### src/rtl/id_fwd_skid.sv
// id_fwd_skid: decode-stage skid FIFO with operand forwarding.
// Entries are buffered in a small circular FIFO. The head reads the register
// file and the forwarding network combinationally. The first matching
// forward slot wins, and it stalls the head while that slot's data is pending.
// Resolved operands are launched into a registered output stage.
module id_fwd_skid #(
    parameter int WORD_W     = 32,
    parameter int ADDR_W     = 32,
    parameter int INSTR_W    = 32,
    parameter int REG_IDX_W  = 5,
    parameter int SKID_DEPTH = 2,
    parameter int NUM_FWD    = 3
) (
    input  logic                          clk,
    input  logic                          aresetn,
    input  logic                          clr,
    input  logic                          i_valid,
    output logic                          o_ready,
    input  logic [ADDR_W-1:0]             i_pc,
    input  logic [INSTR_W-1:0]            i_instr,
    input  logic                          i_use_a,
    input  logic                          i_use_b,
    output logic [REG_IDX_W-1:0]          o_rf_reg_a,
    output logic [REG_IDX_W-1:0]          o_rf_reg_b,
    input  logic [WORD_W-1:0]             i_rf_data_a,
    input  logic [WORD_W-1:0]             i_rf_data_b,
    input  logic [NUM_FWD-1:0]            i_fwd_en,
    input  logic [NUM_FWD-1:0]            i_fwd_pending,
    input  logic [NUM_FWD*REG_IDX_W-1:0]  i_fwd_reg,
    input  logic [NUM_FWD*WORD_W-1:0]     i_fwd_data,
    output logic                          o_valid,
    input  logic                          i_ready,
    output logic [ADDR_W-1:0]             o_pc,
    output logic [INSTR_W-1:0]            o_instr,
    output logic [REG_IDX_W-1:0]          o_dest_reg,
    output logic [WORD_W-1:0]             o_data_a,
    output logic [WORD_W-1:0]             o_data_b,
    output logic [15:0]                   o_hazard_cycles
);
    localparam int PW = $clog2(SKID_DEPTH);
    localparam int CW = PW + 1;
    localparam logic [CW-1:0] DEPTH_C = CW'(SKID_DEPTH);

    logic [ADDR_W-1:0]     r_pc_mem    [SKID_DEPTH];
    logic [INSTR_W-1:0]    r_instr_mem [SKID_DEPTH];
    logic [SKID_DEPTH-1:0] r_ua_mem;
    logic [SKID_DEPTH-1:0] r_ub_mem;
    logic [PW-1:0]         r_wr_ptr;
    logic [PW-1:0]         r_rd_ptr;
    logic [CW-1:0]         r_count;

    logic                  w_push, w_pop, w_load, w_head_vld, w_blocked;
    logic [ADDR_W-1:0]     w_head_pc;
    logic [INSTR_W-1:0]    w_head_instr;
    logic                  w_head_ua, w_head_ub;
    logic [WORD_W:0]       w_res_a, w_res_b;

    // Priority operand lookup; MSB of the result flags a pending (blocking) hit.
    function automatic logic [WORD_W:0] f_resolve(
        input logic                         use_s,
        input logic [REG_IDX_W-1:0]         idx,
        input logic [WORD_W-1:0]            rf,
        input logic [NUM_FWD-1:0]           en,
        input logic [NUM_FWD-1:0]           pend,
        input logic [NUM_FWD*REG_IDX_W-1:0] regs,
        input logic [NUM_FWD*WORD_W-1:0]    data
    );
        logic            found;
        logic [WORD_W:0] res;
        found = 1'b0;
        res   = {1'b0, rf};
        if (!use_s || idx == '0) begin
            res = '0;
        end else begin
            for (int k = 0; k < NUM_FWD; k++) begin
                if (!found && en[k] && regs[k*REG_IDX_W +: REG_IDX_W] == idx) begin
                    found = 1'b1;
                    res   = pend[k] ? {1'b1, {WORD_W{1'b0}}}
                                    : {1'b0, data[k*WORD_W +: WORD_W]};
                end
            end
        end
        return res;
    endfunction

    assign w_head_pc    = r_pc_mem[r_rd_ptr];
    assign w_head_instr = r_instr_mem[r_rd_ptr];
    assign w_head_ua    = r_ua_mem[r_rd_ptr];
    assign w_head_ub    = r_ub_mem[r_rd_ptr];
    assign o_rf_reg_a   = w_head_instr[19:15];
    assign o_rf_reg_b   = w_head_instr[24:20];

    assign w_res_a = f_resolve(w_head_ua, o_rf_reg_a, i_rf_data_a,
                               i_fwd_en, i_fwd_pending, i_fwd_reg, i_fwd_data);
    assign w_res_b = f_resolve(w_head_ub, o_rf_reg_b, i_rf_data_b,
                               i_fwd_en, i_fwd_pending, i_fwd_reg, i_fwd_data);

    assign o_ready    = (r_count < DEPTH_C);
    assign w_head_vld = (r_count != '0);
    assign w_blocked  = w_res_a[WORD_W] | w_res_b[WORD_W];
    assign w_load     = ~o_valid | i_ready;
    assign w_push     = i_valid & o_ready;
    assign w_pop      = w_load & w_head_vld & ~w_blocked;

    // Entry storage: payload needs no reset, only pointers/count gate validity.
    always_ff @(posedge clk) begin
        if (w_push && !clr) begin
            r_pc_mem[r_wr_ptr]    <= i_pc;
            r_instr_mem[r_wr_ptr] <= i_instr;
            r_ua_mem[r_wr_ptr]    <= i_use_a;
            r_ub_mem[r_wr_ptr]    <= i_use_b;
        end
    end

    // FIFO pointers and occupancy; power-of-two depth lets pointers wrap freely.
    always_ff @(posedge clk or negedge aresetn) begin
        if (!aresetn) begin
            r_wr_ptr <= '0;
            r_rd_ptr <= '0;
            r_count  <= '0;
        end else if (clr) begin
            r_wr_ptr <= '0;
            r_rd_ptr <= '0;
            r_count  <= '0;
        end else begin
            if (w_push) r_wr_ptr <= r_wr_ptr + PW'(1);
            if (w_pop)  r_rd_ptr <= r_rd_ptr + PW'(1);
            case ({w_push, w_pop})
                2'b10:   r_count <= r_count + CW'(1);
                2'b01:   r_count <= r_count - CW'(1);
                default: r_count <= r_count;
            endcase
        end
    end

    // Output register: load the resolved head or insert a bubble.
    always_ff @(posedge clk or negedge aresetn) begin
        if (!aresetn) begin
            o_valid    <= 1'b0;
            o_pc       <= '0;
            o_instr    <= '0;
            o_dest_reg <= '0;
            o_data_a   <= '0;
            o_data_b   <= '0;
        end else if (clr) begin
            o_valid    <= 1'b0;
        end else if (w_load) begin
            o_valid <= w_pop;
            if (w_pop) begin
                o_pc       <= w_head_pc;
                o_instr    <= w_head_instr;
                o_dest_reg <= w_head_instr[11:7];
                o_data_a   <= w_res_a[WORD_W-1:0];
                o_data_b   <= w_res_b[WORD_W-1:0];
            end
        end
    end

    // Saturating count of cycles the head could have issued but was blocked.
    always_ff @(posedge clk or negedge aresetn) begin
        if (!aresetn) begin
            o_hazard_cycles <= '0;
        end else if (clr) begin
            o_hazard_cycles <= '0;
        end else if (w_head_vld && w_blocked && w_load && o_hazard_cycles != 16'hFFFF) begin
            o_hazard_cycles <= o_hazard_cycles + 16'd1;
        end
    end

endmodule

### config.mk
export PLATFORM = sky130hd
export DESIGN_NAME = id_fwd_skid
export DESIGN_NICKNAME = d
export VERILOG_FILES = /design/src/rtl/id_fwd_skid.sv
export SDC_FILE = /design/constraint.sdc
export NUM_CORES = 1
export LEC_CHECK = 0
export ABC_AREA = 0
export CELL_PAD_IN_SITES_DETAIL_PLACEMENT = 0
export CELL_PAD_IN_SITES_GLOBAL_PLACEMENT = 1
export CORE_AREA = 2 2 194 196
export CTS_BUF_LIST = sky130_fd_sc_hd__clkbuf_4
export DETAILED_ROUTE_END_ITERATION = 7
export DIE_AREA = 0 0 196 198
export GPL_TIMING_DRIVEN = 0
export PLACE_DENSITY_LB_ADDON = 0.15
export SYNTH_ARGS = -nofsm -noshare
export SYNTH_HDL_FRONTEND = slang
export SYNTH_SLANG_ARGS = --single-unit
### constraint.sdc
create_clock -name clk -period 6.65 [get_ports clk]
set_input_delay 1.33 -clock clk [delete_from_list [all_inputs] [get_ports clk]]
set_output_delay 1.33 -clock clk [all_outputs]
set_load 0.03 [all_outputs]
### Cell classes on the final placement, run 1

Drawn at 2 px/um. Fill, decap, tap and diode cells in grey.
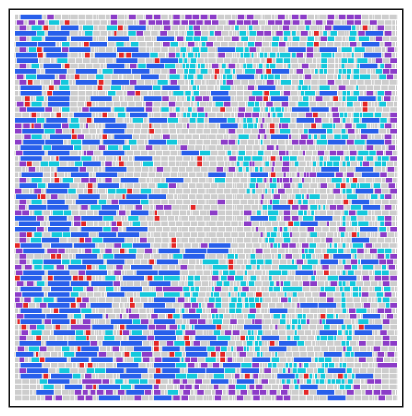
Cyan is combinational and other logic, cells 657, share of their area 31%. Purple is other buffers and delay cells, cells 513, share of their area 25%. Red is clock drivers and dummy loads, cells 141, share of their area 5.1%. Blue is flops, cells 281, share of their area 39%.

### Gate-type map, run 1

Drawn at 2 px/um.
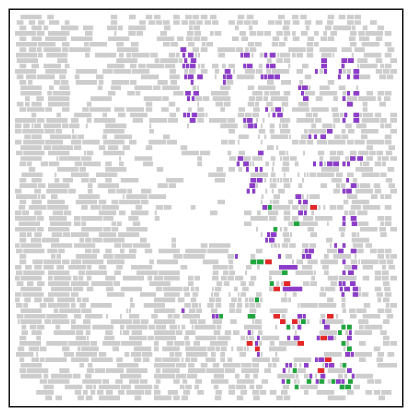
Green is AND and OR gates, cells 27, where lower right. Purple is inverting AOI/OAI gates, cells 170. Red is AND-OR and OR-AND gates, cells 14.

==> summary.txt, run 1 <==
run metrics: Max-Cap Viols=0, outcome=finished clean, setup_tns=0 ns, switching part of the total=0.374, DR WL/cell=22.8 um, Yosys chip area=0.0141 mm^2, number of antenna violations at the first check in global routing=11, WHS Endpoint=o_data_b[10]$_DFFE_PN0P_, Max VDD drop=0.278 mV, share of total power in combinational logic=0.488, Pint=5.00 mW, Top cell excl fill/tap=clkdlybuf4s50_1, total CTS buffers=81, # clock sinks=281, Area growth syn-to-layout=42.2%, sequential element share of the synthesized area=0.544, GRT Residual Overflow=0, H-Tree Depth=3, IO Count=413, crit path kind=in -> reg, cell area after synthesis=0.0141 mm^2, Crit. Startpoint=i_fwd_reg[0], cycle use final=0.649, Post-Place Cells=1,925, DR pass1 iterations=6, final hold vios=0, CP Capture Type=flip-flop, Iter 0 DRT Violations=546, FF-to-FF Start=r_rd_ptr$_DFFE_PN0P_, Max clock buf depth=3, Insertion Delay late pin=0.75 ns, Final Core Density=0.545, Fin Hold WS=0.491 ns, Clock Skew=0.0476 ns, CP startpoint kind=primary input, port buffer count=412, Syn Nets=1,279, OpenROAD warnings=29, total global routing track utilization=0.241, sequential power share=0.314, HPWL Detailed=34,900 um, DRT Wirelength=47,200 um, Switch Pwr=2.98 mW, met1 Usage GRT=0.287, Placement Cell Area=0.0191 mm^2, DRC=0
### Met3 routing, run 1

Drawn at 2 px/um.
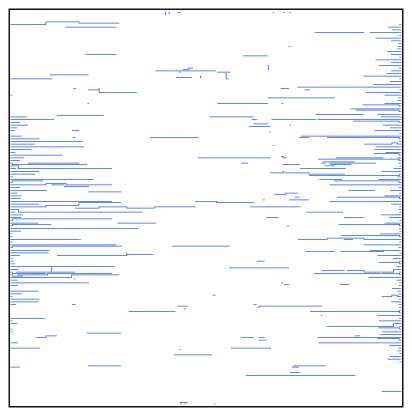
The layer carries 4,170 um of wire. The longest straight run is 63.2 um. The layer holds 8.8% of the routed length. The wires run mostly horizontal.

-- run 1: worst max-delay path: stages --
cell and delay (ns):
clkdlybuf4s50_1 0.45, xnor2_1 0.15, nor4_1 0.55, nand3_1 0.49, a41o_1 0.42, o32ai_4 0.48
or3_4 0.25, buf_6 0.20, buf_6 0.24, mux2_4 0.32
-- run 1: final cells by class --
cell class                      count  area [um^2]  share of cell area
Clock inverter                     21         95.1             0.00472
Timing Repair Buffer              425         4360               0.216
Tap cell                          474          593              0.0295
Inverter                           18         67.6             0.00336
Antenna cell                        6         15.0            0.000746
Multi-Input combinational cell    639         5900               0.293
Sequential cell                   281         7690               0.382
Buffer                             88          509              0.0253
Clock buffer                      120          901              0.0448
-- run 1: kinds of logic (layout without fill, tap and decap cells) --
group                      Yosys count  in the layout  share of synthesized area
buffers and inverters              106            672                     0.0408
muxes                              257            257                      0.234
and+or+nand+nor                    165            165                     0.0686
adders and majority gates            1              1                   0.000884
other                                0              6                          0
xor gates and xnor gates            32             32                     0.0198
DFF                                281            281                      0.544
AOI/OAI and AO/OA                  184            184                     0.0926
-- run 1: worst max-delay path by stage --
stage | to | cells after the start | slack [ns]
3_3_place_gp | r_pc_mem[0][13]$_DFFE_PP_ | 3 | -4.04
4_1_cts | o_instr[27]$_DFFE_PN0P_ | 11 | 2.43
5_1_grt | o_data_a[10]$_DFFE_PN0P_ | 11 | 2.15
2_1_floorplan | r_instr_mem[0][0]$_DFFE_PP_ | 2 | 0.009
6_report | o_instr[26]$_DFFE_PN0P_ | 10 | 2.34
3_5_place_dp | o_data_b[31]$_DFFE_PN0P_ | 10 | 1.66
-- run 1: synthesized netlist by cell type (3+ instances only) --
cell type,number,share of area
dfrtp_1,149,0.26
edfxtp_1,132,0.28
mux2_4,118,0.13
mux2i_1,66,0.047
o21ai_0,66,0.023
nor2b_1,64,0.028
a221oi_1,62,0.038
mux2_2,55,0.044
clkbuf_1,49,0.013
nand2_1,39,0.010
xnor2_1,30,0.019
a21oi_1,20,0.0071
buf_6,16,0.013
buf_4,15,0.0080
inv_1,13,0.0034
nand3_1,12,0.0042
and3_1,11,0.0049
mux2_1,11,0.0088
nor4_1,7,0.0031
o31ai_1,7,0.0037
or4_1,7,0.0037
a41o_1,6,0.0042
buf_1,6,0.0016
o2111ai_1,5,0.0031
mux2i_4,4,0.0064
nor3_1,4,0.0014
inv_2,3,0.00080
mux2i_2,3,0.0029
nor2_1,3,0.00080
o21ai_1,3,0.0011
-- run 1: power by group through the flow --
stage	combinational, mW	clock [mW]	sequential, mW
after global placement	3.85	0	2.54
after CTS	3.93	1.65	2.50
after floorplan	1.74	0	3.21
after global routing	4.09	1.73	2.55
final	3.89	1.58	2.50
after detailed placement	3.91	0	2.52
-- run 1: sequential cells by signal, indices dropped and copies added (netlist names) --
register / flops
o_pc: 32
r_count: 2
r_pc_mem: 64
o_instr: 32
o_hazard_cycles: 16
o_valid: 1
r_ub_mem: 2
r_wr_ptr: 1
r_instr_mem: 64
o_data_b: 32
r_rd_ptr: 1
o_data_a: 32
r_ua_mem: 2
-- run 1: routing by layer --
layer,part of all wire,routed length (um)
met1,0.40,19000
met2,0.49,23100
met3,0.088,4170
met4,0.020,925
met5,0.00038,18
--- run 2 (diff from run 1) ---
- clock period: 6.65 -> 4.41 ns (I/O delays scaled with it)
### Met3 routing, run 2

Drawn at 2 px/um.
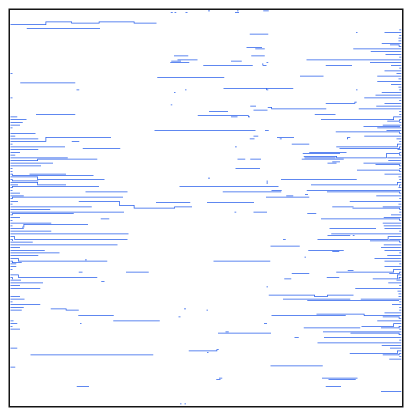
257 nets have wire on it. The layer carries 4,210 um of wire. The wires run mostly horizontal. The layer holds 9.0% of the routed length. The longest straight run is 61.2 um.

==> summary.txt, run 2 <==
run metrics: outcome=finished clean (unchanged), DR pass1 iterations=4 (was 6), total CTS buffers=81 (unchanged), Yosys chip area=0.0141 mm^2 (unchanged), # clock sinks=281 (unchanged), Synth top cell by count=dfrtp_1 (unchanged), crit path kind=reg -> reg (was in -> reg), HPWL Detailed=34,400 um (was 34,900 um), Area growth syn-to-layout=42.6% (was 42.2%), leading area contributor after synthesis=edfxtp_1 (unchanged), Max-Cap Viols=0 (unchanged), DR WL/cell=22.6 um (was 22.8 um), CP Capture Type=flip-flop (unchanged), GRT Residual Overflow=0 (unchanged), Synth logic family=multiplexers (unchanged), Max VDD drop=0.409 mV (was 0.278 mV), total global routing track utilization=0.240 (was 0.241), CP startpoint kind=flip-flop (was primary input), H-Tree Depth=3 (unchanged), port buffer count=412 (unchanged), biggest regs=r_instr_mem: 64 flops, r_pc_mem: 64 flops (unchanged), aoi share=0.0926 (unchanged), DRC=0 (unchanged), Top cells by area=edfxtp_1, dfrtp_1, mux2_4 (unchanged)
### Cells by drive strength, run 2

Drawn at 2 px/um.
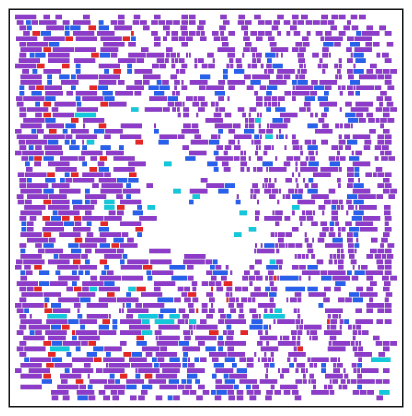
Blue is _3 and _4 cells, cells 268, most used clkbuf_4. Red is _2 cells, cells 69, most used mux2_2. Purple is _0 and _1 cells, cells 1,222, most used clkdlybuf4s50_1. Cyan is _6 and larger, cells 30, most used buf_6.

[run 2: worst max-delay path, cell delays in order, from the launching register on]
cell and delay, ns:
dfrtp_1 0.34, buf_6 0.13, mux2i_1 0.53, xnor2_1 0.12
nor4_1 0.42, nand3_1 0.47, a41o_1 0.42, o32ai_4 0.48
or3_4 0.25, buf_6 0.20, buf_6 0.24, mux2_4 0.32
[run 2: worst paths after layout]
path	start	to	slack [ns]
setup / recovery	r_rd_ptr$_DFFE_PN0P_	o_instr[0]$_DFFE_PN0P_	0.31
hold / removal	aresetn	o_hazard_cycles[4]$_DFFE_PN0P_	0.11
setup reg to reg	r_rd_ptr$_DFFE_PN0P_	o_instr[0]$_DFFE_PN0P_	0.31
hold reg to reg	o_data_b[8]$_DFFE_PN0P_	o_data_b[8]$_DFFE_PN0P_	0.49
max in group asynchronous	aresetn	o_pc[3]$_DFFE_PN0P_	3.43
min in group clk	o_data_b[8]$_DFFE_PN0P_	o_data_b[8]$_DFFE_PN0P_	0.49
[run 2: per-layer routing]
metal | vias up | share of wire | global-route usage
li1 | 4932 | - | -
met1 | 5258 | 0.40 | 0.288
met2 | 411 | 0.48 | 0.397
met3 | 68 | 0.090 | 0.0869
met4 | 10 | 0.024 | 0.0875
met5 | - | 0.0014 | 0
[run 2: cell families after synthesis]
family / after synthesis
DFF: 281
muxes: 257
AOI/OAI and AO/OA: 184
and+or+nand+nor: 165
buffers and inverters: 106
xor gates and xnor gates: 32
adders and majority gates: 1
[run 2: metrics by stage]
step | cell area (um^2) | std cells | setup slack [ns] | util
after global routing | 20200 | 2067 | 0.0211 | 0.546
after global placement | 18900 | 1912 | -4.53 | 0.511
final | 20200 | 2069 | 0.312 | 0.546
after CTS | 20200 | 2063 | 0.294 | 0.545
after floorplan | 14200 | 1026 | 0.237 | -
after detailed placement | 19100 | 1921 | -0.0499 | 0.517
[run 2: where the power goes]
group | total [mW] | switching (mW) | internal [mW] | leakage (nW)
sequential | 3.79 | 0.368 | 3.42 | 3.08
clock | 2.54 | 1.15 | 1.39 | 0.636
combinational | 5.86 | 2.98 | 2.87 | 4.47
[run 2: cell type report]
| class | instances | area [um^2] |
|---|---|---|
| timing repair buffer | 421 | 4330 |
| buffer | 88 | 509 |
| clock buffer | 123 | 923 |
| antenna | 6 | 15.0 |
| inverter | 18 | 67.6 |
| fill | 3229 | 16800 |
| clock inverter | 19 | 143 |
| multi-input combinational | 639 | 5910 |
| sequential | 281 | 7690 |
| tap | 474 | 593 |
Power is estimated from default activity; no workload was simulated.
